===== config.mk =====
export PLATFORM = sky130hd
export DESIGN_NAME = fetch_unit
export DESIGN_NICKNAME = d
export VERILOG_FILES = /design/src/rtl/fetch_unit.sv
export SDC_FILE = /design/constraint.sdc
export NUM_CORES = 1
export LEC_CHECK = 0
export CORE_MARGIN = 2
export CORE_UTILIZATION = 40
export CTS_CLUSTER_DIAMETER = 100
export DETAILED_ROUTE_END_ITERATION = 10
export PLACE_DENSITY = 0.72
export SLEW_MARGIN = 25
export SYNTH_ARGS = -nofsm -noshare
export SYNTH_HDL_FRONTEND = slang
export SYNTH_SLANG_ARGS = --single-unit

===== constraint.sdc =====
create_clock -name clk -period 6.8 [get_ports clk]
set_input_delay 1.36 -clock clk [delete_from_list [all_inputs] [get_ports clk]]
set_output_delay 1.36 -clock clk [all_outputs]
set_load 0.05 [all_outputs]

===== src/rtl/fetch_unit.sv =====
// fetch_unit: instruction-fetch stage of a 5-stage RV32 pipeline.
//
// Owns the PC and drives it to a combinational-read instruction memory.
// Captures the returned word into the IF/ID register. Handles hazard
// stalls, EX-stage redirects and bad-PC faults, and counts retired fetches.
//
// State table:
//   state | meaning
//   BOOT  | first edge after reset release, no fetch
//   RUN   | normal fetch (priority: redirect > fault > stall > fetch)
//   FAULT | bad PC seen; PC and IF/ID held until a redirect arrives
//
// Ports:
//   clk, rst_n          clock, async active-low reset
//   stall_i             hazard hold (ignored in BOOT and FAULT)
//   redirect_valid_i/   taken branch/jump target from EX
//   redirect_pc_i
//   imem_addr_o         byte address to imem (= PC register)
//   imem_instr_i        instruction for imem_addr_o, same cycle
//   ifid_*_o            IF/ID pipeline register contents
//   fault_o/fault_pc_o  fetch fault flag and offending PC
//   fetch_count_o       number of valid instructions captured into IF/ID
module fetch_unit #(
  parameter logic [31:0] RESET_PC   = 32'h0000_0000,
  parameter int unsigned IMEM_WORDS = 1024,
  parameter logic [31:0] NOP_INSTR  = 32'h0000_0013
) (
  input  logic        clk,
  input  logic        rst_n,
  input  logic        stall_i,
  input  logic        redirect_valid_i,
  input  logic [31:0] redirect_pc_i,
  output logic [31:0] imem_addr_o,
  input  logic [31:0] imem_instr_i,
  output logic        ifid_valid_o,
  output logic [31:0] ifid_pc_o,
  output logic [31:0] ifid_pc_plus4_o,
  output logic [31:0] ifid_instr_o,
  output logic        fault_o,
  output logic [31:0] fault_pc_o,
  output logic [31:0] fetch_count_o
);

  typedef enum logic [1:0] {
    BOOT  = 2'd0,
    RUN   = 2'd1,
    FAULT = 2'd2
  } state_e;

  localparam logic [31:0] IMEM_LIMIT = 32'(IMEM_WORDS);

  state_e      state_q, state_d;
  logic [31:0] pc_q, pc_d;
  logic        ifid_valid_q, ifid_valid_d;
  logic [31:0] ifid_pc_q, ifid_pc_d;
  logic [31:0] ifid_pc4_q, ifid_pc4_d;
  logic [31:0] ifid_instr_q, ifid_instr_d;
  logic        fault_q, fault_d;
  logic [31:0] fault_pc_q, fault_pc_d;
  logic [31:0] count_q, count_d;
  logic [31:0] pc_plus4;
  logic        bad;

  assign pc_plus4 = pc_q + 32'd4;
  // Word index compared zero-extended so any IMEM_WORDS value is legal.
  assign bad = (pc_q[1:0] != 2'b00) || ({2'b00, pc_q[31:2]} >= IMEM_LIMIT);

  always_ff @(posedge clk or negedge rst_n) begin
    if (!rst_n) begin
      state_q      <= BOOT;
      pc_q         <= RESET_PC;
      ifid_valid_q <= 1'b0;
      ifid_pc_q    <= 32'd0;
      ifid_pc4_q   <= 32'd0;
      ifid_instr_q <= NOP_INSTR;
      fault_q      <= 1'b0;
      fault_pc_q   <= 32'd0;
      count_q      <= 32'd0;
    end else begin
      state_q      <= state_d;
      pc_q         <= pc_d;
      ifid_valid_q <= ifid_valid_d;
      ifid_pc_q    <= ifid_pc_d;
      ifid_pc4_q   <= ifid_pc4_d;
      ifid_instr_q <= ifid_instr_d;
      fault_q      <= fault_d;
      fault_pc_q   <= fault_pc_d;
      count_q      <= count_d;
    end
  end

  always_comb begin
    state_d      = state_q;
    pc_d         = pc_q;
    ifid_valid_d = ifid_valid_q;
    ifid_pc_d    = ifid_pc_q;
    ifid_pc4_d   = ifid_pc4_q;
    ifid_instr_d = ifid_instr_q;
    fault_d      = fault_q;
    fault_pc_d   = fault_pc_q;
    count_d      = count_q;

    unique case (state_q)
      BOOT: begin
        state_d = RUN;
      end
      RUN: begin
        if (redirect_valid_i) begin
          pc_d         = redirect_pc_i;
          ifid_valid_d = 1'b0;
          ifid_instr_d = NOP_INSTR;
        end else if (bad) begin
          state_d      = FAULT;
          fault_d      = 1'b1;
          fault_pc_d   = pc_q;
          ifid_valid_d = 1'b0;
          ifid_instr_d = NOP_INSTR;
        end else if (!stall_i) begin
          ifid_valid_d = 1'b1;
          ifid_pc_d    = pc_q;
          ifid_pc4_d   = pc_plus4;
          ifid_instr_d = imem_instr_i;
          pc_d         = pc_plus4;
          count_d      = count_q + 32'd1;
        end
      end
      FAULT: begin
        // IF/ID was already turned into a bubble on entry; re-asserting keeps it so.
        ifid_valid_d = 1'b0;
        ifid_instr_d = NOP_INSTR;
        if (redirect_valid_i) begin
          pc_d    = redirect_pc_i;
          fault_d = 1'b0;
          state_d = RUN;
        end
      end
      default: begin
        state_d = BOOT;
      end
    endcase
  end

  assign imem_addr_o     = pc_q;
  assign ifid_valid_o    = ifid_valid_q;
  assign ifid_pc_o       = ifid_pc_q;
  assign ifid_pc_plus4_o = ifid_pc4_q;
  assign ifid_instr_o    = ifid_instr_q;
  assign fault_o         = fault_q;
  assign fault_pc_o      = fault_pc_q;
  assign fetch_count_o   = count_q;

endmodule

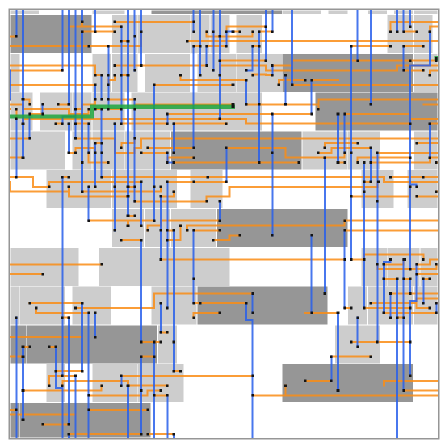
(run_1/detail.png)
Region (95, 22) to (125, 52) um. Cells in grey, sequential cells in the stronger grey; small squares are vias.
[orange] metal 1
[blue] metal 2
[green] metal 3
most frequent: xnor2_1 (9), dfrtp_1 (9), nand2_1 (7)
netlist names of flops here include: fetch_count_o (9)
sequential cells in the window: 9
cells with their middle in the window: 58

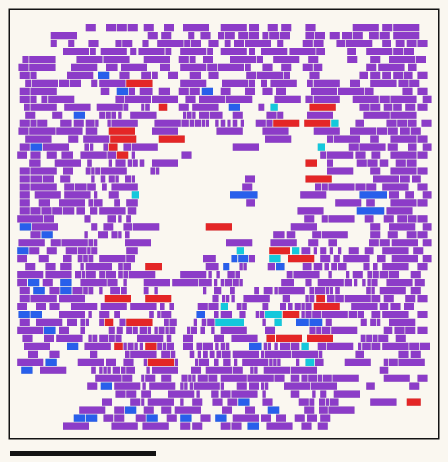
(run_1/sizes.png)
The bar under the picture is 50 um long.
[red] _6 and larger | cells: 30 | share: 3.2% | most used: clkbuf_16
[cyan] _3 and _4 cells | cells: 13 | share: 1.4% | most used: buf_4
[purple] _0 and _1 cells | cells: 862 | share: 91% | most used: clkdlybuf4s50_1
[blue] _2 cells | cells: 40 | share: 4.2% | most used: mux2_2

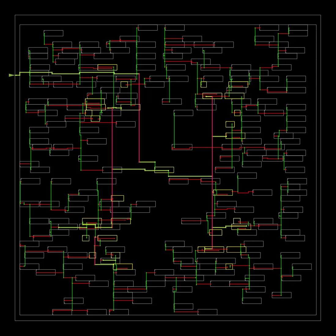
(run_1/clocks.png)
Clock Skews: 0.0130 ns
TritonCTS Buffers: 17
tally of clock buffers in the finished layout: 17
number of flip-flops and latches: 194
insertion delay at the late pin of the worst-skew pair: 0.43 ns

-- run 1: cell type report --
type / instances / area, um^2
Inverter: 14 / 52.6
Timing Repair Buffer: 268 / 2670
Multi-Input combinational cell: 438 / 3000
Tap cell: 265 / 332
Clock buffer: 17 / 425
Fill cell: 1719 / 8180
Sequential cell: 194 / 4860
Clock inverter: 14 / 143
-- run 1: kinds of logic (layout without fill, tap and decap cells) --
| group | count (synthesis) | count (layout) | synth area share |
|---|---|---|---|
| AOI/OAI and AO/OA | 117 | 117 | 0.0989 |
| xor gates and xnor gates | 40 | 40 | 0.0434 |
| muxes | 48 | 48 | 0.0668 |
| DFF | 194 | 194 | 0.602 |
| adders and majority gates | 6 | 6 | 0.00930 |
| and+or+nand+nor | 227 | 227 | 0.149 |
| buffers and inverters | 54 | 313 | 0.0308 |
-- run 1: power groups by stage --
stage               clock network (mW)  registers (mW)  logic [mW]
floorplan                            0            2.07       0.539
global placement                     0            1.56        1.63
detailed placement                   0            1.57        1.64
CTS                              0.996            1.55        1.65
global route                      1.04            1.58        1.72
finish                           0.971            1.55        1.64
-- run 1: how the worst min path moves through the flow --
stage	from	to	slack, ns	cells past startpoint
4_1_cts	fault_pc_o[25]	fault_pc_o[25]	0.49	2
5_1_grt	ifid_pc_o[3]	ifid_pc_o[3]	0.51	1
3_3_place_gp	ifid_valid_o	ifid_valid_o	0.46	1
3_5_place_dp	fault_pc_o[23]	fault_pc_o[23]	0.46	2
2_1_floorplan	state_q[1]	state_q[1]	0.50	2
6_report	fault_pc_o[21]	fault_pc_o[21]	0.49	2
-- run 1: critical path: cells and delay by family (launching register included) --
kind	cells	cell delay [ns]
AND/OR/NAND/NOR	4	2.65
multiplexers	1	0.42
flip-flops	1	0.45
-- run 1: sequential cells by signal, indices dropped and copies added (netlist names) --
signal and cells:
fault_pc_o 32, ifid_pc_plus4_o 30, ifid_pc_o 32, fault_o 1, fetch_count_o 32, ifid_instr_o 32
ifid_valid_o 1, state_q 2, imem_addr_o 32
-- run 1: metal layers --
layer  global-route usage  wire length [um]  vias up  part of all wire
met2                0.311              9820      236              0.45
met4               0.0660               453        0             0.021
met3               0.0606              1730       31             0.079
met5                    0                 0        -                 0
li1                     -                 -     2899                 -
met1                0.283              9780     3066              0.45
-- run 1: stage by stage --
step	total power, mW	worst slack [ns]	instance area [um^2]
floorplan	2.61	3.78	8080
global placement	3.19	2.80	10900
detailed placement	3.21	2.79	10900
CTS	4.19	3.09	11500
global route	4.35	2.89	11500
finish	4.16	3.10	11500
-- run 1: cell usage after synthesis, types with 14 or more instances --
cell / number
sky130_fd_sc_hd__nor2_1: 30
sky130_fd_sc_hd__a21oi_1: 19
sky130_fd_sc_hd__nand2_1: 69
sky130_fd_sc_hd__nor2b_1: 44
sky130_fd_sc_hd__inv_1: 14
sky130_fd_sc_hd__mux2_1: 18
sky130_fd_sc_hd__mux2_2: 29
sky130_fd_sc_hd__a22o_1: 29
sky130_fd_sc_hd__o21ai_0: 29
sky130_fd_sc_hd__xnor2_1: 32
sky130_fd_sc_hd__nand3_1: 22
sky130_fd_sc_hd__dfrtp_1: 191
sky130_fd_sc_hd__clkbuf_1: 23
sky130_fd_sc_hd__nand4_1: 17
==> flow_summary.html, run 1 <==
<h3>Flow metrics</h3>
<table>
<tr><th>Metric</th><th>Value</th></tr>
<tr><th colspan="2">Clock tree</th></tr>
<tr><td>Clock tree from TritonCTS</td><td>done</td></tr>
<tr><td>Clock transition at the register clock pins on the worst setup and hold paths after CTS</td><td>0.07 ns</td></tr>
<tr><td>Number of sinks handled by clock tree synthesis</td><td>194</td></tr>
<tr><td>Hold-fix buffers at CTS</td><td>0</td></tr>
<tr><td>Worst-case clock buffer depth</td><td>2</td></tr>
<tr><td>Resized cells post-CTS</td><td>0</td></tr>
<tr><td>Post-CTS Setup Inserts</td><td>0</td></tr>
<tr><td>CTS H-tree depth</td><td>4</td></tr>
<tr><td>Cell at the root of the clock tree</td><td>sky130_fd_sc_hd__clkbuf_16</td></tr>
<tr><th colspan="2">Final layout</th></tr>
<tr><td>Number of antenna diodes</td><td>0</td></tr>
<tr><td>Ratio of cells with drive above 1 in the final layout</td><td>0.0878</td></tr>
<tr><td>Most frequent cells in the layout</td><td>sky130_fd_sc_hd__clkdlybuf4s50_1, sky130_fd_sc_hd__dfrtp_1, sky130_fd_sc_hd__nand2_1</td></tr>
<tr><td>Most numerous logic cell after layout</td><td>sky130_fd_sc_hd__clkdlybuf4s50_1</td></tr>
<tr><td>Final-stage net count</td><td>1007</td></tr>
<tr><td>Fin cells</td><td>1210</td></tr>
<tr><td>Final cell utilization of the core</td><td>0.584</td></tr>
<tr><td>Layout overhead on the synthesized area</td><td>42.1%</td></tr>
<tr><th colspan="2">Floorplan</th></tr>
<tr><td>Std-Cell Core Area</td><td>0.0197 mm^2</td></tr>
<tr><td>Fp util</td><td>0.411</td></tr>
<tr><td>Number of primary I/O pins</td><td>262</td></tr>
<tr><td>Cell Rows</td><td>51</td></tr>
<tr><td>Total die size</td><td>0.0213 mm^2</td></tr>
<tr><td>Chip height</td><td>146 um</td></tr>
<tr><td>Horizontal die size</td><td>146 um</td></tr>
<tr><th colspan="2">Timing</th></tr>
<tr><td>Remaining max-slew budget at the tightest pin</td><td>0.369</td></tr>
<tr><td>Endpoints failing hold</td><td>0</td></tr>
<tr><td>Final Max Slew Viols</td><td>0</td></tr>
<tr><td>Post-layout period usage of the worst path</td><td>0.545</td></tr>
<tr><td>Fmax</td><td>270 MHz</td></tr>
<tr><td>Time the final worst path needs with I/O delays and setup</td><td>3.70 ns</td></tr>
<tr><td>Aggregate negative setup slack</td><td>0 ns</td></tr>
<tr><td>Final hold slack</td><td>0.487 ns</td></tr>
<tr><td>Unrepaired setup endpoints after global routing</td><td>no</td></tr>
<tr><td>Actual transition at the worst max-transition pin</td><td>0.943 ns</td></tr>
<tr><td>Number of failing setup endpoints in the final timing report</td><td>0</td></tr>
<tr><th colspan="2">Logic synthesis</th></tr>
<tr><td>Mapped cell area</td><td>0.00808 mm^2</td></tr>
<tr><td>Yosys top cell area share</td><td>0.592</td></tr>
<tr><td>Yosys warning total</td><td>0</td></tr>
<tr><td>Seq/Total Area, Yosys</td><td>0.602</td></tr>
<tr><td>Synth area leader</td><td>sky130_fd_sc_hd__dfrtp_1</td></tr>
<tr><td>Gate count after technology mapping</td><td>686</td></tr>
<tr><td>Count of distinct cell types in the synthesized netlist</td><td>51</td></tr>
<tr><td>Count of state elements after synthesis</td><td>194</td></tr>
<tr><td>Post-synthesis chip area from yosys</td><td>0.00808 mm^2</td></tr>
<tr><td>Share of synthesized registers carrying an async set or reset</td><td>1.00</td></tr>
<tr><td>Primary flip-flop cell chosen by synthesis mapping</td><td>sky130_fd_sc_hd__dfrtp_1</td></tr>
<tr><td>Cell area leaders</td><td>sky130_fd_sc_hd__dfrtp_1, sky130_fd_sc_hd__mux2_2, sky130_fd_sc_hd__xnor2_1, sky130_fd_sc_hd__nor2b_1, sky130_fd_sc_hd__nand2_1</td></tr>
<tr><td>Count of library flops with an enable pin</td><td>0</td></tr>
<tr><td>Number of nets at floorplan</td><td>760</td></tr>
<tr><td>Average footprint of a synthesized cell</td><td>11.8 um^2</td></tr>
<tr><td>Total cells reported by yosys after synthesis</td><td>686</td></tr>
<tr><th colspan="2">Critical path</th></tr>
<tr><td>Worst endpoint required time</td><td>7.12 ns</td></tr>
<tr><td>Reg2reg path depth</td><td>5</td></tr>
<tr><td>Critical-path cell list</td><td>nor4_1, nand4_1, or4_4, nor2_8, mux2_2</td></tr>
<tr><td>Nature of the critical path startpoint</td><td>register</td></tr>
<tr><td>Arr. time, crit path</td><td>4.02 ns</td></tr>
<tr><td>End of the critical path</td><td>ifid_pc_plus4_o[5]</td></tr>
<tr><td>Max stage delay cell, worst path</td><td>sky130_fd_sc_hd__nand4_1</td></tr>
<tr><td>Worst flop-to-flop path startpoint</td><td>imem_addr_o[27]</td></tr>
<tr><td>Reg-to-reg slack, setup</td><td>3.10 ns</td></tr>
<tr><td>Worst setup path startpoint</td><td>imem_addr_o[27]</td></tr>
<tr><td>Destination of the worst register-to-register timing path</td><td>ifid_pc_plus4_o[5]</td></tr>
<tr><td>Largest driver fanout on the critical path</td><td>64</td></tr>
<tr><td>Critical Path Sink Type</td><td>register</td></tr>
<tr><td>Setup Crit Path Kind</td><td>register to register</td></tr>
<tr><td>Delay of the slowest critical-path stage</td><td>0.75 ns</td></tr>
<tr><th colspan="2">Route</th></tr>
<tr><td>DR DRC count</td><td>0</td></tr>
<tr><td>Tally of nets with antenna violations remaining after routing</td><td>0</td></tr>
<tr><td>Routed via count</td><td>6232</td></tr>
<tr><td>DR pass1 iterations</td><td>5</td></tr>
<tr><td>Average routed wire per standard cell</td><td>18.0 um</td></tr>
<tr><td>First-iteration detailed-routing DRC count</td><td>261</td></tr>
<tr><td>Mean number of vias per cell</td><td>5.15</td></tr>
<tr><td>Total routed wirelength</td><td>21800 um</td></tr>
<tr><th colspan="2">Min path</th></tr>
<tr><td>Hold/Removal Path Class</td><td>register to register</td></tr>
<tr><th colspan="2">Power</th></tr>
<tr><td>Leakage</td><td>5.04 nW</td></tr>
<tr><td>Power share of the sequential group</td><td>0.373</td></tr>
<tr><td>Power density over the cells</td><td>362 mW/mm^2</td></tr>
<tr><td>VDD IR max</td><td>0.267 mV</td></tr>
<tr><td>Internal</td><td>2.38 mW</td></tr>
<tr><td>Share of power burned in the clock network</td><td>0.234</td></tr>
<tr><td>Fraction of power consumed by combinational cells</td><td>0.394</td></tr>
<tr><td>Net Switching</td><td>1.78 mW</td></tr>
<tr><td>Switching fraction of total power</td><td>0.428</td></tr>
<tr><th colspan="2">Status</th></tr>
<tr><td>Status</td><td>finished clean</td></tr>
<tr><th colspan="2">Place</th></tr>
<tr><td>Final HPWL DP</td><td>15300 um</td></tr>
<tr><td>Routability cong.</td><td>0.765</td></tr>
<tr><td>Number of I/O port buffers</td><td>261</td></tr>
<tr><td>Post-Place Cells</td><td>1179</td></tr>
<tr><th colspan="2">Global routing</th></tr>
<tr><td>Global-route total usage across every layer</td><td>0.204</td></tr>
<tr><td>Largest net degree at the start of global routing</td><td>72</td></tr>
<tr><td>Overflow left after global routing</td><td>0</td></tr>
<tr><td>Number of antenna violations at the first check in global routing</td><td>0</td></tr>
<tr><td>Via count of the first global-routing pass</td><td>6212</td></tr>
<tr><td>Wire length of the first global-routing pass</td><td>34800 um</td></tr>
<tr><th colspan="2">Job</th></tr>
<tr><td>OpenROAD warnings</td><td>30</td></tr>
<tr><td>Maximum capacitance violations</td><td>0</td></tr>
</table>
==> run_1/flops_by_reg.png <==
The bar under the picture is 50 um long. Other sequential cells in the stronger grey, the rest of the logic in the fainter grey.
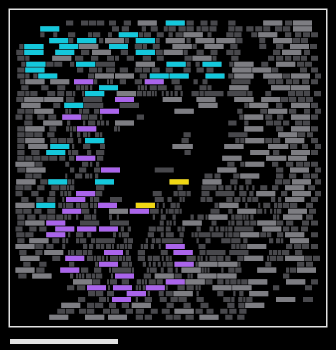

==> run 2, diff against run 1 <==
==> constraint.sdc (replaced) <==
create_clock -name clk -period 3.8 [get_ports clk]
set_input_delay 0.76 -clock clk [delete_from_list [all_inputs] [get_ports clk]]
set_output_delay 0.76 -clock clk [all_outputs]
set_load 0.05 [all_outputs]
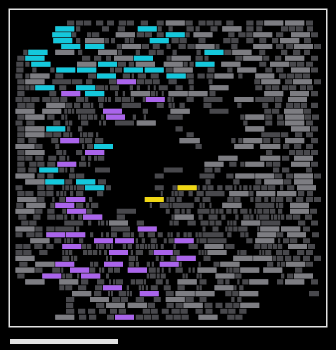
(run_2/flops_by_reg.png)
The bar under the picture is 50 um long. Other sequential cells in the stronger grey, the rest of the logic in the fainter grey.
[purple] imem_addr_o | placed flops: 32
[cyan] ifid_pc_plus4_o | placed flops: 30
[yellow] state_q | placed flops: 2
not coloured: 130

==> flow_summary.html, run 2 <==
<h3>Flow metrics</h3>
<table>
<tr><th>Metric</th><th>Value</th></tr>
<tr><th colspan="2">Final layout</th></tr>
<tr><td>Filler cell count in the final layout</td><td>1640 (was 1719)</td></tr>
<tr><td>Layout overhead on the synthesized area</td><td>43.6% (was 42.1%)</td></tr>
<tr><td>Number of antenna diodes</td><td>0 (unchanged)</td></tr>
<tr><td>Most numerous logic cell after layout</td><td>sky130_fd_sc_hd__clkdlybuf4s50_1 (unchanged)</td></tr>
<tr><td>Finished Cell Area</td><td>0.0116 mm^2 (was 0.0115 mm^2)</td></tr>
<tr><td>Most frequent cells in the layout</td><td>sky130_fd_sc_hd__clkdlybuf4s50_1, sky130_fd_sc_hd__dfrtp_1, sky130_fd_sc_hd__nand2_1 (unchanged)</td></tr>
<tr><td>Ratio of cells with drive above 1 in the final layout</td><td>0.0974 (was 0.0878)</td></tr>
<tr><td>Final-stage net count</td><td>1016 (was 1007)</td></tr>
<tr><th colspan="2">Critical path</th></tr>
<tr><td>Arr. time, crit path</td><td>3.08 ns (was 4.02 ns)</td></tr>
<tr><td>Nature of the critical path startpoint</td><td>register (unchanged)</td></tr>
<tr><td>End of the critical path</td><td>ifid_pc_o[2] (was ifid_pc_plus4_o[5])</td></tr>
<tr><td>Critical Path Sink Type</td><td>register (unchanged)</td></tr>
<tr><td>Setup Crit Path Kind</td><td>register to register (unchanged)</td></tr>
<tr><td>Worst setup path startpoint</td><td>imem_addr_o[27] (unchanged)</td></tr>
<tr><td>Reg2reg path depth</td><td>7 (was 5)</td></tr>
<tr><td>Destination of the worst register-to-register timing path</td><td>ifid_pc_o[2] (was ifid_pc_plus4_o[5])</td></tr>
<tr><td>Worst endpoint required time</td><td>4.11 ns (was 7.12 ns)</td></tr>
<tr><td>Worst flop-to-flop path startpoint</td><td>imem_addr_o[27] (unchanged)</td></tr>
<tr><td>Reg-to-reg slack, setup</td><td>1.03 ns (was 3.10 ns)</td></tr>
<tr><td>Largest driver fanout on the critical path</td><td>18 (was 64)</td></tr>
<tr><th colspan="2">Logic synthesis</th></tr>
<tr><td>Average footprint of a synthesized cell</td><td>11.8 um^2 (unchanged)</td></tr>
<tr><td>Primary flip-flop cell chosen by synthesis mapping</td><td>sky130_fd_sc_hd__dfrtp_1 (unchanged)</td></tr>
<tr><td>Yosys top cell area share</td><td>0.592 (unchanged)</td></tr>
<tr><td>Gate count after technology mapping</td><td>686 (unchanged)</td></tr>
<tr><td>Count of library flops with an enable pin</td><td>0 (unchanged)</td></tr>
<tr><td>Yosys warning total</td><td>0 (unchanged)</td></tr>
<tr><td>Seq/Total Area, Yosys</td><td>0.602 (unchanged)</td></tr>
<tr><td>Mapped cell area</td><td>0.00808 mm^2 (unchanged)</td></tr>
<tr><td>Leading cell type by number of instances after synthesis</td><td>sky130_fd_sc_hd__dfrtp_1 (unchanged)</td></tr>
<tr><td>Post-synthesis chip area from yosys</td><td>0.00808 mm^2 (unchanged)</td></tr>
<tr><td>Total cells reported by yosys after synthesis</td><td>686 (unchanged)</td></tr>
<tr><td>Count of distinct cell types in the synthesized netlist</td><td>51 (unchanged)</td></tr>
<tr><td>Share of synthesized registers carrying an async set or reset</td><td>1.00 (unchanged)</td></tr>
<tr><td>Count of state elements after synthesis</td><td>194 (unchanged)</td></tr>
<tr><td>Synth area leader</td><td>sky130_fd_sc_hd__dfrtp_1 (unchanged)</td></tr>
<tr><td>Top cells by count, synth</td><td>sky130_fd_sc_hd__dfrtp_1, sky130_fd_sc_hd__nand2_1, sky130_fd_sc_hd__nor2b_1 (unchanged)</td></tr>
<tr><td>Number of nets at floorplan</td><td>760 (unchanged)</td></tr>
<tr><td>Cell area leaders</td><td>sky130_fd_sc_hd__dfrtp_1, sky130_fd_sc_hd__mux2_2, sky130_fd_sc_hd__xnor2_1, sky130_fd_sc_hd__nor2b_1, sky130_fd_sc_hd__nand2_1 (unchanged)</td></tr>
<tr><th colspan="2">Timing</th></tr>
<tr><td>Clock Skews</td><td>0.0106 ns (was 0.0130 ns)</td></tr>
<tr><td>Actual transition at the worst max-transition pin</td><td>0.744 ns (was 0.943 ns)</td></tr>
<tr><td>Endpoints failing hold</td><td>0 (unchanged)</td></tr>
<tr><td>Final hold slack</td><td>0.319 ns (was 0.487 ns)</td></tr>
<tr><td>Post-layout period usage of the worst path</td><td>0.730 (was 0.545)</td></tr>
<tr><td>Fmax</td><td>361 MHz (was 270 MHz)</td></tr>
<tr><td>Final Max Slew Viols</td><td>0 (unchanged)</td></tr>
<tr><td>Remaining max-slew budget at the tightest pin</td><td>0.504 (was 0.369)</td></tr>
<tr><td>Aggregate negative setup slack</td><td>0 ns (unchanged)</td></tr>
<tr><td>Unrepaired setup endpoints after global routing</td><td>no (unchanged)</td></tr>
<tr><td>Number of failing setup endpoints in the final timing report</td><td>0 (unchanged)</td></tr>
<tr><td>Time the final worst path needs with I/O delays and setup</td><td>2.77 ns (was 3.70 ns)</td></tr>
<tr><th colspan="2">Clock tree</th></tr>
<tr><td>Clock transition at the register clock pins on the worst setup and hold paths after CTS</td><td>0.08 ns (was 0.07 ns)</td></tr>
<tr><td>Number of sinks handled by clock tree synthesis</td><td>194 (unchanged)</td></tr>
<tr><td>TritonCTS Buffers</td><td>17 (unchanged)</td></tr>
<tr><td>Clock tree from TritonCTS</td><td>done (unchanged)</td></tr>
<tr><td>Cell at the root of the clock tree</td><td>sky130_fd_sc_hd__clkbuf_16 (unchanged)</td></tr>
<tr><td>Insertion delay at the late pin of the worst-skew pair</td><td>0.43 ns (about the same)</td></tr>
<tr><td>Hold-fix buffers at CTS</td><td>0 (unchanged)</td></tr>
<tr><td>Post-CTS Setup Inserts</td><td>0 (unchanged)</td></tr>
<tr><td>Worst-case clock buffer depth</td><td>2 (unchanged)</td></tr>
<tr><td>CTS H-tree depth</td><td>4 (unchanged)</td></tr>
<tr><td>Resized cells post-CTS</td><td>0 (unchanged)</td></tr>
<tr><th colspan="2">Floorplan</th></tr>
<tr><td>Chip height</td><td>146 um (unchanged)</td></tr>
<tr><td>Fp util</td><td>0.411 (unchanged)</td></tr>
<tr><td>Number of primary I/O pins</td><td>262 (unchanged)</td></tr>
<tr><td>Cell Rows</td><td>51 (unchanged)</td></tr>
<tr><td>Std-Cell Core Area</td><td>0.0197 mm^2 (unchanged)</td></tr>
<tr><td>Horizontal die size</td><td>146 um (unchanged)</td></tr>
<tr><td>Total die size</td><td>0.0213 mm^2 (unchanged)</td></tr>
<tr><th colspan="2">Global routing</th></tr>
<tr><td>Number of antenna violations at the first check in global routing</td><td>0 (unchanged)</td></tr>
<tr><td>Largest net degree at the start of global routing</td><td>64 (was 72)</td></tr>
<tr><td>Overflow left after global routing</td><td>0 (unchanged)</td></tr>
<tr><td>Via count of the first global-routing pass</td><td>6227 (was 6212)</td></tr>
<tr><td>Wire length of the first global-routing pass</td><td>34900 um (was 34800 um)</td></tr>
<tr><td>Global-route total usage across every layer</td><td>0.205 (was 0.204)</td></tr>
<tr><th colspan="2">Place</th></tr>
<tr><td>Routability cong.</td><td>0.764 (was 0.765)</td></tr>
<tr><td>Final HPWL DP</td><td>15500 um (was 15300 um)</td></tr>
<tr><td>Number of I/O port buffers</td><td>261 (unchanged)</td></tr>
<tr><td>Post-detailed-placement cell area</td><td>0.0110 mm^2 (was 0.0109 mm^2)</td></tr>
<tr><th colspan="2">Min path</th></tr>
<tr><td>Hold/Removal Path Class</td><td>primary input to async pin (was register to register)</td></tr>
<tr><th colspan="2">Route</th></tr>
<tr><td>First-iteration detailed-routing DRC count</td><td>297 (was 261)</td></tr>
<tr><td>DR DRC count</td><td>0 (unchanged)</td></tr>
<tr><td>DR pass1 iterations</td><td>5 (unchanged)</td></tr>
<tr><td>Mean number of vias per cell</td><td>5.12 (was 5.15)</td></tr>
<tr><td>Total routed wirelength</td><td>21900 um (was 21800 um)</td></tr>
<tr><td>Average routed wire per standard cell</td><td>17.9 um (was 18.0 um)</td></tr>
<tr><td>Tally of nets with antenna violations remaining after routing</td><td>0 (unchanged)</td></tr>
<tr><td>Routed via count</td><td>6249 (was 6232)</td></tr>
<tr><th colspan="2">Job</th></tr>
<tr><td>Maximum capacitance violations</td><td>0 (unchanged)</td></tr>
<tr><td>OpenROAD warnings</td><td>30 (unchanged)</td></tr>
<tr><th colspan="2">Power</th></tr>
<tr><td>Leakage</td><td>5.11 nW (was 5.04 nW)</td></tr>
<tr><td>VDD IR max</td><td>0.562 mV (was 0.267 mV)</td></tr>
<tr><td>Power density over the cells</td><td>644 mW/mm^2 (was 362 mW/mm^2)</td></tr>
<tr><th colspan="2">Status</th></tr>
<tr><td>Status</td><td>finished clean (unchanged)</td></tr>
</table>
==> run 2: cell counts after synthesis <==
No cell type changed its count.
==> run 2: worst min-delay path by stage <==
stage / from / endpoint / slack [ns] / cells past startpoint
after floorplan: rst_n / fault_o / 0.46 / 0
after global placement: ifid_valid_o / ifid_valid_o / 0.46 / 1
after detailed placement: fault_pc_o[23] / fault_pc_o[23] / 0.47 / 2
after CTS: rst_n / fetch_count_o[17] / 0.32 / 1
after global routing: rst_n / fetch_count_o[17] / 0.35 / 1
final: rst_n / fetch_count_o[16] / 0.32 / 1
==> run 2: through the flow <==
stage          utilization  power (mW)  worst slack [ns]  cells
2_1_floorplan            -        4.67              1.34    686
3_3_place_gp         0.559        5.73             0.646   1187
3_5_place_dp         0.561        5.79             0.624   1188
4_1_cts              0.590        7.55              1.00   1220
5_1_grt              0.590        7.83             0.847   1220
6_report             0.590        7.47              1.03   1220
==> run 2: critical path, cell delays in order, from the launching register on <==
cell and delay (ns):
sky130_fd_sc_hd__dfrtp_1 0.46, sky130_fd_sc_hd__nor4_1 0.43, sky130_fd_sc_hd__nand4_1 0.14, sky130_fd_sc_hd__buf_4 0.23, sky130_fd_sc_hd__or4_4 0.48, sky130_fd_sc_hd__nor2_8 0.30, sky130_fd_sc_hd__buf_4 0.26, sky130_fd_sc_hd__mux2_1 0.33
==> run 2: cell type report <==
cell class,count,area (um^2),share of cell area
clock buffer,19,453,0.0391
timing repair buffer,277,2780,0.240
inverter,14,52.6,0.00453
tap,265,332,0.0286
clock inverter,13,120,0.0104
sequential,194,4860,0.419
multi-input combinational,438,3000,0.259
==> run 2: cell families after synthesis <==
kind of cell	synth area share
buffers and inverters	0.0308
flip-flops	0.602
AND/OR/NAND/NOR	0.149
AND-OR/OR-AND	0.0989
multiplexers	0.0668
adder cells (fa/ha/maj)	0.00930
XOR/XNOR	0.0434
==> run 2: power by group <==
group | total, mW | leakage (nW) | switching, mW | internal [mW]
Sequential | 2.77 | 2.51 | 0.390 | 2.38
Clock | 1.74 | 0.285 | 0.838 | 0.900
Combinational | 2.96 | 2.31 | 1.93 | 1.03
==> run 2: layer usage <==
metal / part of all wire / GRT usage / vias to the layer above
met5: 0 / 0 / -
met4: 0.014 / 0.0529 / 0
met3: 0.084 / 0.0675 / 22
met2: 0.46 / 0.324 / 232
met1: 0.44 / 0.275 / 3069
li1: - / - / 2926
Power is estimated from default activity; no workload was simulated.
